### M3 wires

The bar under the picture is 20 um long. Cells faint in the background.
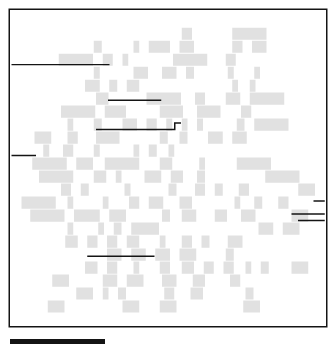
### M2 wires

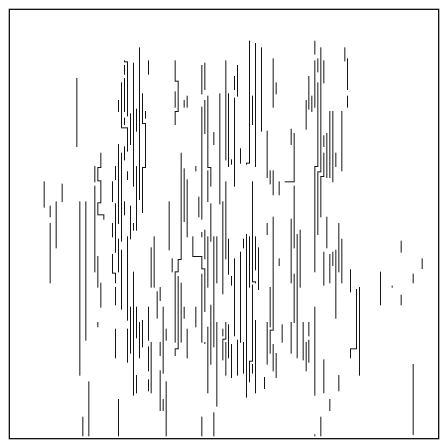
### Gate families picked out

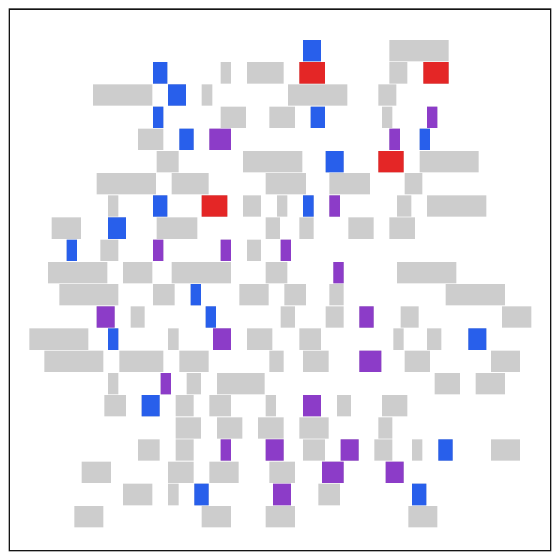
**config.mk**
```make
export PLATFORM = sky130hd
export DESIGN_NAME = junction_phase_scheduler
export DESIGN_NICKNAME = d
export VERILOG_FILES = /design/src/rtl/traffic_pkg.sv /design/src/rtl/phase_timer.sv /design/src/rtl/junction_phase_scheduler.sv
export SDC_FILE = /design/constraint.sdc
export NUM_CORES = 1
export LEC_CHECK = 0
export ABC_AREA = 0
export CELL_PAD_IN_SITES_DETAIL_PLACEMENT = 2
export CELL_PAD_IN_SITES_GLOBAL_PLACEMENT = 2
export CORE_UTILIZATION = 25
export DETAILED_ROUTE_END_ITERATION = 10
export GPL_TIMING_DRIVEN = 1
export PLACE_DENSITY = 0.6
export RECOVER_POWER = 100
export SYNTH_ARGS = -nofsm -noshare
export SYNTH_HDL_FRONTEND = slang
export SYNTH_HIERARCHICAL = 1
export SYNTH_SLANG_ARGS = --single-unit
```
**constraint.sdc**
```tcl
create_clock -name clock -period 4 [get_ports clock]
set_input_delay 1 -clock clock [delete_from_list [all_inputs] [get_ports clock]]
set_output_delay 1 -clock clock [all_outputs]
set_load 0.03 [all_outputs]
```
**src/rtl/traffic_pkg.sv**
```systemverilog
// Shared encodings for the junction phase scheduler: light codes, phase
// codes and the decode from a phase to the lamp outputs it drives.
package traffic_pkg;

   typedef enum logic [1:0] {
      RED    = 2'd0,
      YELLOW = 2'd1,
      GREEN  = 2'd2
   } light_e;

   typedef enum logic [2:0] {
      S_HG  = 3'd0,
      S_HY  = 3'd1,
      S_AR1 = 3'd2,
      S_CG  = 3'd3,
      S_CY  = 3'd4,
      S_AR2 = 3'd5,
      S_PW  = 3'd6
   } phase_e;

   typedef struct packed {
      light_e hwy;
      light_e cntry;
      logic   walk;
   } lights_t;

   // Lamp pattern for each phase; anything unexpected shows all-red.
   function automatic lights_t decode_lights(input phase_e st);
      lights_t l;
      l.hwy   = RED;
      l.cntry = RED;
      l.walk  = 1'b0;
      case (st)
         S_HG:    l.hwy   = GREEN;
         S_HY:    l.hwy   = YELLOW;
         S_CG:    l.cntry = GREEN;
         S_CY:    l.cntry = YELLOW;
         S_PW:    l.walk  = 1'b1;
         default: l.walk  = 1'b0;
      endcase
      return l;
   endfunction

endpackage

```
**src/rtl/phase_timer.sv**
```systemverilog
// Loadable down counter that saturates at zero; done flags the last cycle
// of the interval that was loaded.
module phase_timer #(
   parameter int TW      = 8,
   parameter int RST_VAL = 0
) (
   input  logic          clock,
   input  logic          clear,
   input  logic          load,
   input  logic [TW-1:0] load_val,
   output logic          done
);

   logic [TW-1:0] r_count;

   // Reload on phase entry, otherwise count down and hold at zero.
   always_ff @(posedge clock) begin
      if (clear) begin
         r_count <= TW'(RST_VAL);
      end else if (load) begin
         r_count <= load_val;
      end else if (r_count != '0) begin
         r_count <= r_count - TW'(1);
      end else begin
         r_count <= r_count;
      end
   end

   assign done = (r_count == '0);

endmodule

```
**src/rtl/junction_phase_scheduler.sv**
```systemverilog
// Two-road junction light sequencer with pedestrian walk insertion.
// Highway keeps right-of-way; country road and pedestrian requests are
// latched into pending flags and served after yellow + all-red clearance.
// Optional build macro EMERGENCY_PREEMPT_EN adds the emg input that
// forces the highway back to green.
module junction_phase_scheduler
   import traffic_pkg::*;
#(
   parameter int TW              = 8,
   parameter int MIN_HWY_GREEN   = 20,
   parameter int MAX_CNTRY_GREEN = 15,
   parameter int YELLOW_T        = 3,
   parameter int ALL_RED_T       = 2,
   parameter int WALK_T          = 10
) (
   input  logic       clock,
   input  logic       clear,
   input  logic       x,
   input  logic       ped_req,
`ifdef EMERGENCY_PREEMPT_EN
   input  logic       emg,
`endif
   output logic [1:0] hwy,
   output logic [1:0] cntry,
   output logic       walk,
   output logic       ped_ack,
   output logic [2:0] phase
);

   localparam int LIMIT = 1 << TW;

   if (MIN_HWY_GREEN < 1 || MIN_HWY_GREEN >= LIMIT ||
       MAX_CNTRY_GREEN < 1 || MAX_CNTRY_GREEN >= LIMIT ||
       YELLOW_T < 1 || YELLOW_T >= LIMIT ||
       ALL_RED_T < 1 || ALL_RED_T >= LIMIT ||
       WALK_T < 1 || WALK_T >= LIMIT) begin : g_bad_duration
      $error("junction_phase_scheduler: every duration must be in [1, 2^TW)");
   end

   phase_e        r_state;
   phase_e        w_next;
   logic          r_cnt_pend;
   logic          r_ped_pend;
   logic          r_ped_ack;
   logic          w_done;
   logic          w_enter;
   logic          w_emg;
   logic [TW-1:0] w_load_val;
   lights_t       w_lights;

`ifdef EMERGENCY_PREEMPT_EN
   assign w_emg = emg;
`else
   assign w_emg = 1'b0;
`endif

   // Timer reload value (duration minus one) for the phase being entered.
   function automatic logic [TW-1:0] dur_m1(input phase_e s);
      case (s)
         S_HG:         return TW'(MIN_HWY_GREEN - 1);
         S_HY, S_CY:   return TW'(YELLOW_T - 1);
         S_AR1, S_AR2: return TW'(ALL_RED_T - 1);
         S_CG:         return TW'(MAX_CNTRY_GREEN - 1);
         S_PW:         return TW'(WALK_T - 1);
         default:      return TW'(MIN_HWY_GREEN - 1);
      endcase
   endfunction

   phase_timer #(
      .TW      (TW),
      .RST_VAL (MIN_HWY_GREEN - 1)
   ) u_timer (
      .clock    (clock),
      .clear    (clear),
      .load     (w_enter),
      .load_val (w_load_val),
      .done     (w_done)
   );

   // Next-phase selection; pedestrian is served ahead of the country road.
   always_comb begin
      w_next = r_state;
      case (r_state)
         S_HG: begin
            if (w_done && (r_cnt_pend || r_ped_pend) && !w_emg) w_next = S_HY;
            else w_next = S_HG;
         end
         S_HY: begin
            if (w_done) w_next = S_AR1;
            else w_next = S_HY;
         end
         S_AR1: begin
            if (!w_done)        w_next = S_AR1;
            else if (w_emg)      w_next = S_HG;
            else if (r_ped_pend) w_next = S_PW;
            else if (r_cnt_pend) w_next = S_CG;
            else                 w_next = S_HG;
         end
         S_CG: begin
            if (w_emg || !x || w_done) w_next = S_CY;
            else w_next = S_CG;
         end
         S_CY: begin
            if (w_done) w_next = S_AR2;
            else w_next = S_CY;
         end
         S_AR2: begin
            if (!w_done)        w_next = S_AR2;
            else if (w_emg)      w_next = S_HG;
            else if (r_ped_pend) w_next = S_PW;
            else                 w_next = S_HG;
         end
         S_PW: begin
            if (!w_done)        w_next = S_PW;
            else if (w_emg)      w_next = S_HG;
            else if (r_cnt_pend) w_next = S_CG;
            else                 w_next = S_HG;
         end
         default: w_next = S_HG;
      endcase
   end

   assign w_enter    = (w_next != r_state);
   assign w_load_val = dur_m1(w_next);

   // Phase register, pending-request flags and the one-cycle acknowledge.
   always_ff @(posedge clock) begin
      if (clear) begin
         r_state    <= S_HG;
         r_cnt_pend <= 1'b0;
         r_ped_pend <= 1'b0;
         r_ped_ack  <= 1'b0;
      end else begin
         r_state <= w_next;
         // A request on the same edge the flag is consumed is dropped.
         if (w_enter && (w_next == S_CG))   r_cnt_pend <= 1'b0;
         else if (x && (r_state != S_CG))   r_cnt_pend <= 1'b1;
         else                               r_cnt_pend <= r_cnt_pend;
         if (w_enter && (w_next == S_PW))   r_ped_pend <= 1'b0;
         else if (ped_req && (r_state != S_PW)) r_ped_pend <= 1'b1;
         else                               r_ped_pend <= r_ped_pend;
         r_ped_ack <= w_enter && (w_next == S_PW);
      end
   end

   assign w_lights = decode_lights(r_state);
   assign hwy      = w_lights.hwy;
   assign cntry    = w_lights.cntry;
   assign walk     = w_lights.walk;
   assign ped_ack  = r_ped_ack;
   assign phase    = r_state;

endmodule

```
==> summary.txt <==
Results of the run.

The leakage component of the power is between 0.4 and 0.5 nW. In this run, post-CTS hold repair placed 0 buffers. Measured along the y axis, the die boundary spans roughly 66 um. Per STA, the highest per-stage delay on the worst path measures 0.71 ns. From synthesis to final layout, the design area changed by 17.25%. In this run the VDD rail shows a maximum IR drop of 0.0001205 V. The compound-cell area share of the yosys netlist is 0.2904. The number of clock buffers inserted by TritonCTS is 3. The endpoint of the worst hold path is reported as u_timer/r_count[4]. The post-synthesis average cell area is around 8 sq um.

For this run, asynchronously set or reset flops after synthesis account for 0. The number of core rows is 22. The worst hold path belongs to the class reg -> reg. After the last flow step, the layout net total stands at ~150.

The placed instance count is 184. Per the OpenROAD floorplan log, the area of the die is around 4400 sq um. For this configuration, the core starts out at a cell density of 0.2711. The period utilization is 0.8526. In this run the cell area measured after placement is about 1200 sq um. The number of instances in the synthesized netlist is between 100 and 150. Per the OpenROAD floorplan log, the area of the core is 3799 sq um. The area reported by Yosys stat is just over 1000 sq um. The post-synth count of flops with an enable pin is 0. The setup check on the worst reg-to-reg path leaves a slack of ~0.59 ns. For this run, the script counts the antenna cells in the layout as 0. The tally of nets with antenna violations remaining after routing is 0. The power report attributes to the sequential group a share of 0.500.

The number of antenna violations at the first check in global routing came to 0. The total number of warnings across the stage logs is 26. The multiplexer fraction of the synthesized cell area is 0. Of the total power, combinational logic draws 0.130. The layout summary lists the proportion of cells stronger than drive strength 1 as 0.07194. In this build the clock could be raised as far as between 200 and 300 MHz.

Per the finish-stage timing summary, setup violations number 0. The smallest hold slack is roughly 0.56 ns. The total global-route track usage is 0.1618. TritonCTS built the clock tree. The cell sitting at the root of the clock tree is a clkbuf_8.

The count of buffers from port buffering is 12. The number of logic stages on the critical path including buffering is 9. The via count of the first global-routing pass is between 1000 and 1500. For reference, the critical path is launched at u_timer/r_count[3]. Per the detail_route report, vias per standard cell equal around 5.4. The number of buffers on the longest clock path is 2. For the worst reg-to-reg path, the endpoint reported by OpenROAD is u_timer/r_count[4]. The aggregate negative setup slack is 0 ns. The kind of start point of the critical path is a register. The floorplan step set the die width to between 60 and 70 um. After synthesis the netlist holds a flip-flop and latch count of 14. The tally of unique sky130hd cells used after synthesis is 53. The run finished with clean final reports.

The final weighted congestion recorded by global placement is approximately 0.75. Power spread over the standard cell area amounts to ~260 nW/um^2. After clock tree synthesis, the setup repair step added 0 buffers. The yosys cell count is about 130. Per the STA report, the cell with the highest stage delay on the worst path is nor4_1. Setup repair after global routing left no endpoint under its margin.

The cell depth of the worst hold path is 1. The number of optimization iterations in the first detailed-route pass is 4. The top cell type by instance count after synthesis is dfxtp_1. The final standard cell count with taps included and fillers excluded is approximately 190.

The largest combinational cell category by area is simple AND/OR/NAND/NOR gates. The main area contributors are dfxtp_1, nand2b_1, a21oi_1. The clock transition at the register clock pins on the worst setup and hold paths after CTS is 0.06 ns. The HPWL after detailed placement is 2.327 mm. The clock network fraction of design power is 0.370. The kind of critical path is reg -> reg. The total wire length after detailed routing is between 3 and 4 mm. The startpoint of the worst register-to-register path is u_timer/r_count[3]. In this run, the number of DRC markers left after iteration 0 of detailed routing was ~44. The buffers plus inverters on the worst setup path is 0. The part of the Yosys area used for sequential elements is 0.2722. Between clock sinks in the finished design, the worst skew comes to slightly below 0.003 ns.
## Picture notes: 'M3 wires'
longest straight run: 20.2 um
nets with wire on the layer: 7
share of all routed wire: 2.7%
wire length on this layer: 82.5 um

## Picture notes: 'M2 wires'
wire length on this layer: 1450 um
nets with wire on the layer: 130
longest straight run: 26.9 um

## Picture notes: 'Gate families picked out'
[red] XOR/XNOR gates | cells: 4 | most used: xnor2_1
[blue] NOR gates | cells: 20
[purple] NAND gates | cells: 20 | most used: nand2_1

## worst reg2reg max path, delay by kind of cell, from the launching register on
kind            cells  cell delay, ns
compound gates      5            1.38
simple gates        4            1.54
flops               1            0.35
## metal layers
layer / vias up / wire [um] / share of wire / track usage
li1: 490 / - / - / -
met1: 500 / 1535 / 0.50 / 0.2212
met2: 9 / 1449 / 0.47 / 0.2628
met3: 2 / 82 / 0.027 / 0.03621
met4: 0 / 7 / 0.0023 / 0.02394
met5: - / 0 / 0 / 0
## final cells by class
| class | count | area (sq um) |
|---|---|---|
| Clock buffer | 3 | 41.29 |
| Inverter | 8 | 30.03 |
| Multi-Input combinational cell | 101 | 668.1 |
| Sequential cell | 14 | 280.3 |
| Timing Repair Buffer | 13 | 127.6 |
| Fill cell | 446 | 2591 |
| Tap cell | 48 | 60.06 |
## sequential cells by signal, summed over array words and instances, names as in the netlist
register         count
r_cnt_pend           1
ped_ack              1
u_timer/r_count      8
phase                3
r_ped_pend           1
## metrics by stage
step                      worst slack [ns]  power (mW)    util
final                               0.5896      0.3137  0.3179
after global routing                0.3066      0.3298  0.3179
after CTS                           0.7629      0.3183  0.3215
after detailed placement            0.6101      0.2018  0.3106
after global placement              0.7347      0.1993  0.3106
after floorplan                      1.331      0.1873       -
## power groups by stage
stage | clock (mW) | sequential, mW | combinational, mW
floorplan | 0 | 0.156 | 0.0308
global placement | 0 | 0.160 | 0.0398
detailed placement | 0 | 0.160 | 0.0417
CTS | 0.119 | 0.157 | 0.0422
global route | 0.125 | 0.158 | 0.0471
finish | 0.116 | 0.157 | 0.0408
Power figures rest on the tool's default switching activity, not on a simulated workload.
